[src/rtl/sgd_train_seq.sv]
// Training sequencer for the SGD regression datapath: walks the sample RAM
// (row 0 = weights, rows 1..N = samples) and issues one-cycle phase strobes.
module sgd_train_seq #(
    parameter int ADDR_WIDTH  = 12,
    parameter int EPOCH_WIDTH = 8,
    parameter int RAM_LAT     = 1
) (
    input  logic                   CLK,
    input  logic                   RST_N,
    input  logic                   start,
    input  logic                   abort,
    input  logic                   hold,
    input  logic [ADDR_WIDTH-1:0]  data_points,
    input  logic [EPOCH_WIDTH-1:0] epoch,
    output logic                   busy,
    output logic                   done,
    output logic                   cfg_err,
    output logic                   ram_en,
    output logic [ADDR_WIDTH-1:0]  addr,
    output logic                   load_w,
    output logic                   fwd_en,
    output logic                   err_en,
    output logic                   bwd_en,
    output logic                   upd_en,
    output logic [ADDR_WIDTH-1:0]  sample_idx,
    output logic [EPOCH_WIDTH-1:0] epoch_cnt
);

    typedef enum logic [3:0] {
        IDLE, FETCHW, LOADW, FETCH, FWD, ERR, BWD, UPD, PAUSE, FIN
    } state_t;

    localparam logic [2:0] LAT_LAST = 3'(RAM_LAT - 1);

    state_t                 state_reg;
    logic [ADDR_WIDTH-1:0]  dp_reg;
    logic [EPOCH_WIDTH-1:0] ep_reg;
    logic [2:0]             lat_cnt_reg;

    logic                   last_sample;
    logic                   run_end;
    logic [ADDR_WIDTH-1:0]  idx_next;
    logic [EPOCH_WIDTH-1:0] ecnt_inc;

    // Position bookkeeping evaluated during UPD to pick the next sample/epoch.
    assign last_sample = (sample_idx >= dp_reg);
    assign idx_next    = last_sample ? ADDR_WIDTH'(1) : sample_idx + ADDR_WIDTH'(1);
    assign ecnt_inc    = epoch_cnt + EPOCH_WIDTH'(1);
    assign run_end     = last_sample && (ecnt_inc == ep_reg);

    always_ff @(posedge CLK) begin
        if (!RST_N) begin
            state_reg   <= IDLE;
            dp_reg      <= '0;
            ep_reg      <= '0;
            lat_cnt_reg <= '0;
            busy        <= 1'b0;
            done        <= 1'b0;
            cfg_err     <= 1'b0;
            ram_en      <= 1'b0;
            addr        <= '0;
            load_w      <= 1'b0;
            fwd_en      <= 1'b0;
            err_en      <= 1'b0;
            bwd_en      <= 1'b0;
            upd_en      <= 1'b0;
            sample_idx  <= '0;
            epoch_cnt   <= '0;
        end else begin
            cfg_err <= 1'b0;
            ram_en  <= 1'b0;
            load_w  <= 1'b0;
            fwd_en  <= 1'b0;
            err_en  <= 1'b0;
            bwd_en  <= 1'b0;
            upd_en  <= 1'b0;

            if (abort && state_reg != IDLE) begin
                state_reg   <= IDLE;
                busy        <= 1'b0;
                sample_idx  <= '0;
                lat_cnt_reg <= '0;
            end else begin
                case (state_reg)
                    IDLE: begin
                        if (start && !abort) begin
                            if (data_points == '0 || epoch == '0) begin
                                cfg_err <= 1'b1;
                            end else begin
                                dp_reg      <= data_points;
                                ep_reg      <= epoch;
                                done        <= 1'b0;
                                busy        <= 1'b1;
                                epoch_cnt   <= '0;
                                sample_idx  <= '0;
                                ram_en      <= 1'b1;
                                addr        <= '0;
                                lat_cnt_reg <= '0;
                                state_reg   <= FETCHW;
                            end
                        end
                    end
                    FETCHW: begin
                        if (lat_cnt_reg == LAT_LAST) begin
                            load_w     <= 1'b1;
                            sample_idx <= ADDR_WIDTH'(1);
                            state_reg  <= LOADW;
                        end else begin
                            lat_cnt_reg <= lat_cnt_reg + 3'd1;
                        end
                    end
                    LOADW: begin
                        if (hold) begin
                            state_reg <= PAUSE;
                        end else begin
                            ram_en      <= 1'b1;
                            addr        <= sample_idx;
                            lat_cnt_reg <= '0;
                            state_reg   <= FETCH;
                        end
                    end
                    FETCH: begin
                        // fwd_en must line up with the cycle the RAM word is valid.
                        if (lat_cnt_reg == LAT_LAST) begin
                            fwd_en    <= 1'b1;
                            state_reg <= FWD;
                        end else begin
                            lat_cnt_reg <= lat_cnt_reg + 3'd1;
                        end
                    end
                    FWD: begin
                        err_en    <= 1'b1;
                        state_reg <= ERR;
                    end
                    ERR: begin
                        bwd_en    <= 1'b1;
                        state_reg <= BWD;
                    end
                    BWD: begin
                        upd_en    <= 1'b1;
                        state_reg <= UPD;
                    end
                    UPD: begin
                        sample_idx <= idx_next;
                        if (last_sample) begin
                            epoch_cnt <= ecnt_inc;
                        end
                        if (run_end) begin
                            state_reg <= FIN;
                        end else if (hold) begin
                            state_reg <= PAUSE;
                        end else begin
                            ram_en      <= 1'b1;
                            addr        <= idx_next;
                            lat_cnt_reg <= '0;
                            state_reg   <= FETCH;
                        end
                    end
                    PAUSE: begin
                        if (!hold) begin
                            ram_en      <= 1'b1;
                            addr        <= sample_idx;
                            lat_cnt_reg <= '0;
                            state_reg   <= FETCH;
                        end
                    end
                    FIN: begin
                        done       <= 1'b1;
                        busy       <= 1'b0;
                        sample_idx <= '0;
                        state_reg  <= IDLE;
                    end
                    default: begin
                        state_reg <= IDLE;
                    end
                endcase
            end
        end
    end

endmodule

[config.mk]
export PLATFORM = sky130hd
export DESIGN_NAME = sgd_train_seq
export DESIGN_NICKNAME = d
export VERILOG_FILES = /design/src/rtl/sgd_train_seq.sv
export SDC_FILE = /design/constraint.sdc
export NUM_CORES = 1
export LEC_CHECK = 0
export CAP_MARGIN = 20
export CORE_AREA = 3 3 88 90
export CTS_BUF_LIST = sky130_fd_sc_hd__clkbuf_8
export DETAILED_ROUTE_END_ITERATION = 8
export DIE_AREA = 0 0 91 93
export GPL_ROUTABILITY_DRIVEN = 0
export PLACE_DENSITY = 0.9
export SLEW_MARGIN = 20
export SYNTH_ARGS = -nofsm -noshare
export SYNTH_HDL_FRONTEND = slang
export SYNTH_SLANG_ARGS = --single-unit
[constraint.sdc]
create_clock -name CLK -period 5 [get_ports CLK]
set_input_delay 1.25 -clock CLK [delete_from_list [all_inputs] [get_ports CLK]]
set_output_delay 1.25 -clock CLK [all_outputs]
set_load 0.03 [all_outputs]
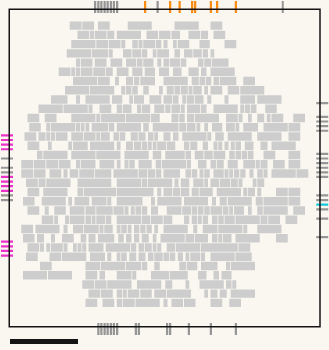
**Above:** run 1 (ports around the boundary).
The bar under the picture is 20 um long. Pins as bars across the die edge, other pins in grey.
magenta -> data_points  # pins 12, direction input, edge west
orange -> epoch_cnt  # pins 8, direction output, edge north
cyan -> upd_en  # pins 1, direction output, edge east
all pins by edge = 18 north, 17 east, 17 west, 14 south

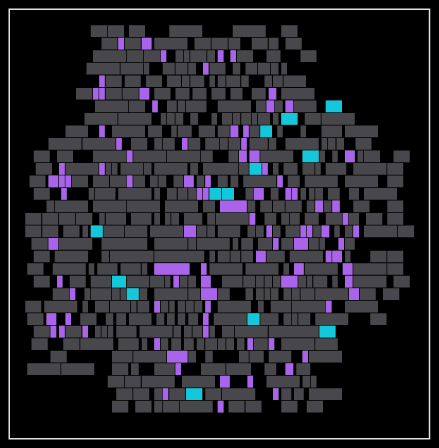
**Above:** run 1 (selected gate families).
purple -> nor cells  # cells 92
cyan -> non-inverting ao/oa cells  # cells 13
multi-input gate share of total cell area: 47.8%
most numerous logic cell after layout: dfxtp_1

==> COMMIT_EDITMSG, run 1 <==
Add synthesis and place-and-route results

- The flow ran to the end, and the final reports show no timing, DRC or antenna violations.
- Tool Warnings: 27
- In the final timing run, aggregate negative setup slack is 0 ns.
- Area-dominant class: logic gates
- Comb gate area: 2270 um^2
- Hold Startpoint: addr[8]
* Number of logic gates: 340
* Clk_skew: 0.0123 ns
- Master cell of the clock root buffer: clkbuf_8
- 0 antenna diodes ended up in the layout.
- Fin. max-slew vios: 0
* Clock network power share: 37.5%
- The script reports the combined buffer and inverter count of the critical path as 2.
* Depth of the worst hold-timing path: 2
- Count of input and output buffers: 65
- Number of sinks handled by clock tree synthesis: 68
- Power dissipated in combinational cells: 250 uW
- Core Area: 7140 um^2
* Final hold violation count: 0
- In this run the remaining antenna-violating nets after routing total 0.
- Dominant power group: sequential cells
- The warning tally printed by Yosys for this design is 0.
* Netlist Area Pre-Place: 3830 um^2
- Non-CTS buffers: 69
- Measured on the final layout, the clock distribution area share stands at 4.60%.
- In this run the horizontal extent of the chip is 91 um.
- The endpoint of the worst hold path is reported as addr[8].
- Number of cells in the finished layout apart from fillers: 615
* Maximum clock rate: 314 MHz
- The die covers 8460 um^2.
- Complex-gate fraction of the synthesized area: 20.5%
* Category of the worst setup path launch point: input pin
- Clock latency reported for the late side of the worst-skew pair: 0.36 ns
- Slew at the pin with the worst max-slew slack: 0.761 ns
* Total power divided by cell area: 284 nW/um^2
- Data arrival time of the critical path: 3.42 ns
- The net count after synthesis is 493.
- Broken down by cell family, the worst path's largest delay share belongs to simple AND/OR/NAND/NOR gates.
- The synthesis run shows multiplexers occupying 6.05% of the cell area.
* Leading post-synthesis cells by instance count: dfxtp_1 (68), nor2_1 (59), a21oi_1 (31)
- Final setup slack of the worst path: 1.81 ns
- The share of the core area taken by cells at floorplan is 53.6%.
- TritonCTS built the clock tree.
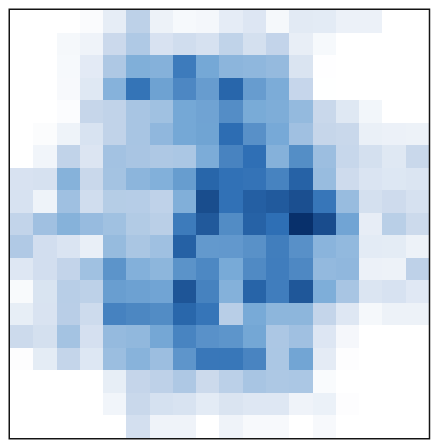
**Above:** run 1 (wire density map).
The die is cut into 18 by 19 equal tiles; white is low, dark blue is high, scaled to the fullest tile. Values are wire area over tile area, all layers added.
densest ninth of the die = centre
fullest tile = 0.70
tiles over half the peak = 22%
mean over tiles = 0.20
nearly empty tiles = 20%

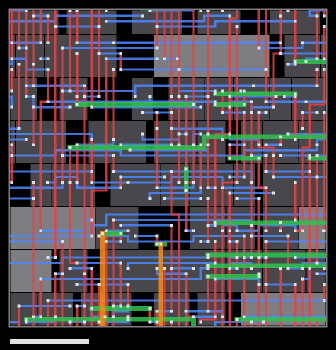
**Above:** run 1 (a small window of the routed layout).
The bar under the picture is 5 um long. Region (36, 55) to (56, 75) um. Cells in grey, sequential cells in the stronger grey; small squares are vias.
orange -> metal 4
green -> metal 3
red -> metal 2
blue -> metal 1
netlist names of flops here include = epoch_cnt (2), state_reg (1)
cells with their middle in the window = 48
sequential cells in the window = 3
most frequent = nor2_1 (5), nand3_1 (4)

==> inputs of run 2 (changes only) <==
- clock period: 5 -> 3.1 ns (I/O delays scaled with it)
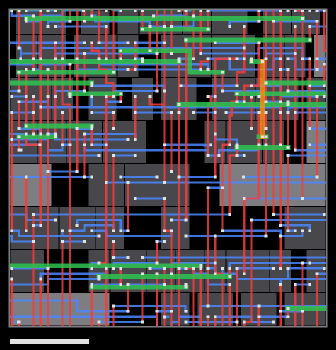
**Above:** run 2 (a small window of the routed layout).
The bar under the picture is 5 um long. Region (36, 55) to (56, 75) um. Cells in grey, sequential cells in the stronger grey; small squares are vias.
red -> metal 2
orange -> metal 4
green -> metal 3
blue -> metal 1
netlist names of flops here include = cfg_err (1), epoch_cnt (1)
sequential cells in the window = 2
cells with their middle in the window = 51
most frequent = nand2_1 (6), nand3_1 (5), nor2_1 (5)

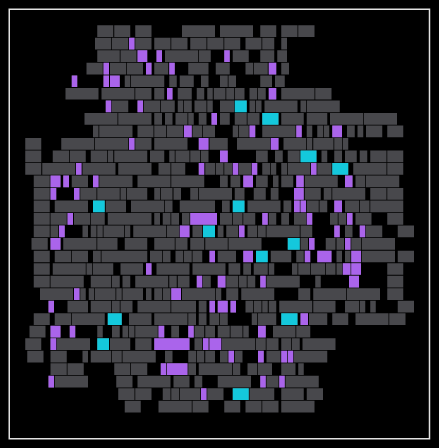
**Above:** run 2 (selected gate families).
number of cells in the finished layout apart from fillers: 624
multi-input gate share of total cell area: 47.3%

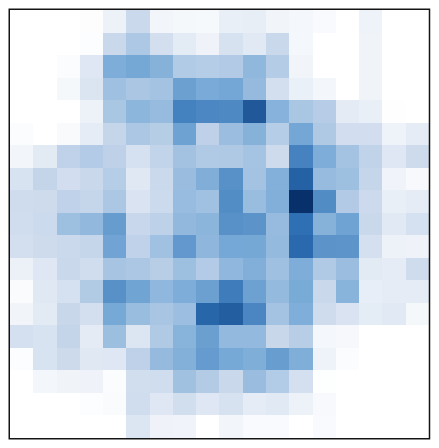
**Above:** run 2 (wire density map).
The die is cut into 18 by 19 equal tiles; white is low, dark blue is high, scaled to the fullest tile. Values are wire area over tile area, all layers added.
fullest tile = 0.86
nearly empty tiles = 19%
emptiest ninth of the die = south-east

==> run 2 against run 1 <==
Wire length is 1.1% higher. Synthesized cell count stayed put. Global-route usage is 0.50 points lower. Combinational power is 68% higher. Critical path depth is 1 higher. Utilization is 0.47 points higher.
==> COMMIT_EDITMSG, run 2 <==
Add synthesis and place-and-route results

- Tool Warnings: 27
- According to the floorplan report, the placeable core area is 7140 um^2.
- Final setup slack of the worst path: 0.371 ns
- Category of the worst setup path launch point: register
- Core utilization at floorplan: 53.6%
- Synth Net Count: 493
- CP delay by family, top: AND-OR/OR-AND gates
- Accumulated negative setup slack: 0 ns
- Clock tree from TritonCTS: done
* Dominant power group: sequential cells
- Per the layout report, the design carries 78 non-clock buffers.
- Number of logic gates: 340
- Netlist Area Pre-Place: 3830 um^2
- Leaving out buffers and inverters, the combinational logic in the layout accounts for 2260 um^2.
- Clock latency reported for the late side of the worst-skew pair: 0.35 ns
- Counting both buffers and inverters, the worst setup path holds a total of 0.
- Per the post-route antenna check, the number of violating nets is 0.
- Power spread over the standard cell area amounts to 428 nW/um^2.
* Slew at the pin with the worst max-slew slack: 0.659 ns
* Count of input and output buffers: 65
- Data arrival time of the critical path: 2.98 ns
* Most numerous logic cell after layout: dfxtp_1
- Outcome: finished, final reports clean
* Master cell of the clock root buffer: clkbuf_8
- Inserted Diodes: 0
- Endpoint, Worst Hold: done
- Chip footprint: 8460 um^2
- Final hold violation count: 0
- Critical-path maximum fanout: 23
- For this design, the sink count on the clock tree is 68.
* Complex-gate fraction of the synthesized area: 20.5%
- After Yosys synthesis, full adders, half adders and majority gates account for 5.23% of the synthesized area.
- Fin. max-slew vios: 0
- Summed over the clock group, the power is 673 uW.
* Leading post-synthesis cells by instance count: dfxtp_1 (68), nor2_1 (59), a21oi_1 (31)
- Area-dominant class: logic gates
* Count of yosys warnings during synthesis: 0
* Depth of the worst hold-timing path: 2
* Total cell area at the placement stage: 4590 um^2
- STA lists the startpoint of the worst hold path as done.
* Clock buffers and inverters, area share: 3.80%
* Clock network power share: 32.9%
* Predominant post-synthesis flop cell: dfxtp_1
- Clk_skew: 0.00723 ns
==> inputs of run 3 (changes only) <==
- HOLD_SLACK_MARGIN: default -> 0.08
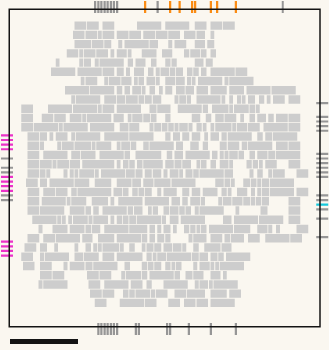
**Above:** run 3 (ports around the boundary).
The bar under the picture is 20 um long. Pins as bars across the die edge, other pins in grey.
magenta -> data_points  # pins 12, direction input, edge west
cyan -> upd_en  # pins 1, direction output, edge east
orange -> epoch_cnt  # pins 8, direction output, edge north
all pins by edge = 18 north, 17 east, 17 west, 14 south

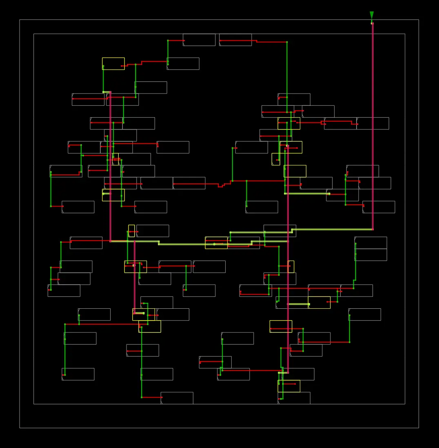
**Above:** run 3 (clock routing).
Clock group: 673 uW
clock latency reported for the late side of the worst-skew pair: 0.35 ns
CTS Buf Count: 9
number of sinks handled by clock tree synthesis: 68

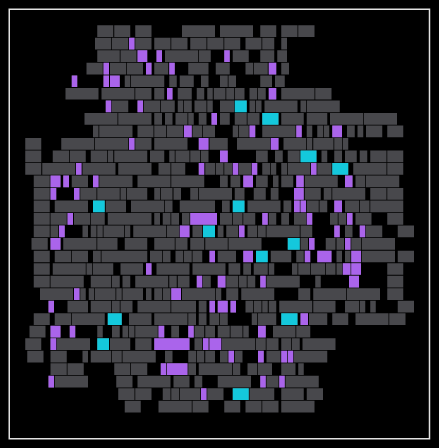
**Above:** run 3 (selected gate families).
cyan -> non-inverting ao/oa cells  # cells 13
purple -> nor cells  # cells 92, where widely spread

==> run 3 against run 2 <==
Worst setup slack stayed put. Critical path depth is the same. Clock power barely moved. Sequential power about the same. First-iteration DRC count stayed put. Register-to-register slack barely moved. Die size is the same. Final area unchanged. Utilization is the same.
==> COMMIT_EDITMSG, run 3 <==
Add synthesis and place-and-route results

* Outcome: finished, final reports clean
* Tool Warnings: 27
- During placement, the flow inserted port buffers numbering 65.
* Leading post-synthesis cells by instance count: dfxtp_1 (68), nor2_1 (59), a21oi_1 (31)
- In the final layout, excluding clock buffers the buffer count is 78.
* Yosys adder share: 5.23%
* Clock network power share: 32.9%
- The biggest slice of the total power is consumed by sequential cells.
- Core Area: 7140 um^2
- Warnings reported by Yosys during synthesis add up to 0.
- Category of the worst setup path launch point: register
* CP delay by family, top: AND-OR/OR-AND gates
- Counting instances, the worst hold path has a depth of 2.
- Number of nets still failing antenna checks after routing: 0
- Number of logic gates: 340
- The critical path contains buffers and inverters numbering 0 combined.
* Endpoint, Worst Hold: done
- Fin. max-slew vios: 0
- After layout, the worst setup slack is 0.371 ns.
- Clk_skew: 0.00723 ns
- After synthesis the cells add up to 3830 um^2.
- Of all nets on the critical path, the largest fanout is 23.
- For the final routed database, the setup TNS stands at 0 ns.
- Most numerous logic cell after layout: dfxtp_1
* Master cell of the clock root buffer: clkbuf_8
* Core utilization at floorplan: 53.6%
- Total cell area at the placement stage: 4590 um^2
* Die width: 91 um
* FILL cells: 587
- Hold Startpoint: done
* Slew at the pin with the worst max-slew slack: 0.659 ns
* Multi-input gate share of total cell area: 47.3%
* Share of synthesized area spent on multiplexers: 6.05%
* Final hold violation count: 0
- In the final design, more cell area goes to logic gates than to any other class.
- The final antenna diode tally reported by the flow is 0.
- Clock buffers and inverters, area share: 3.80%
- Complex-gate fraction of the synthesized area: 20.5%
- When the netlist entered floorplanning its net count stood at 493.
- Number of cells in the finished layout apart from fillers: 624
Power figures rest on the tool's default switching activity, not on a simulated workload.
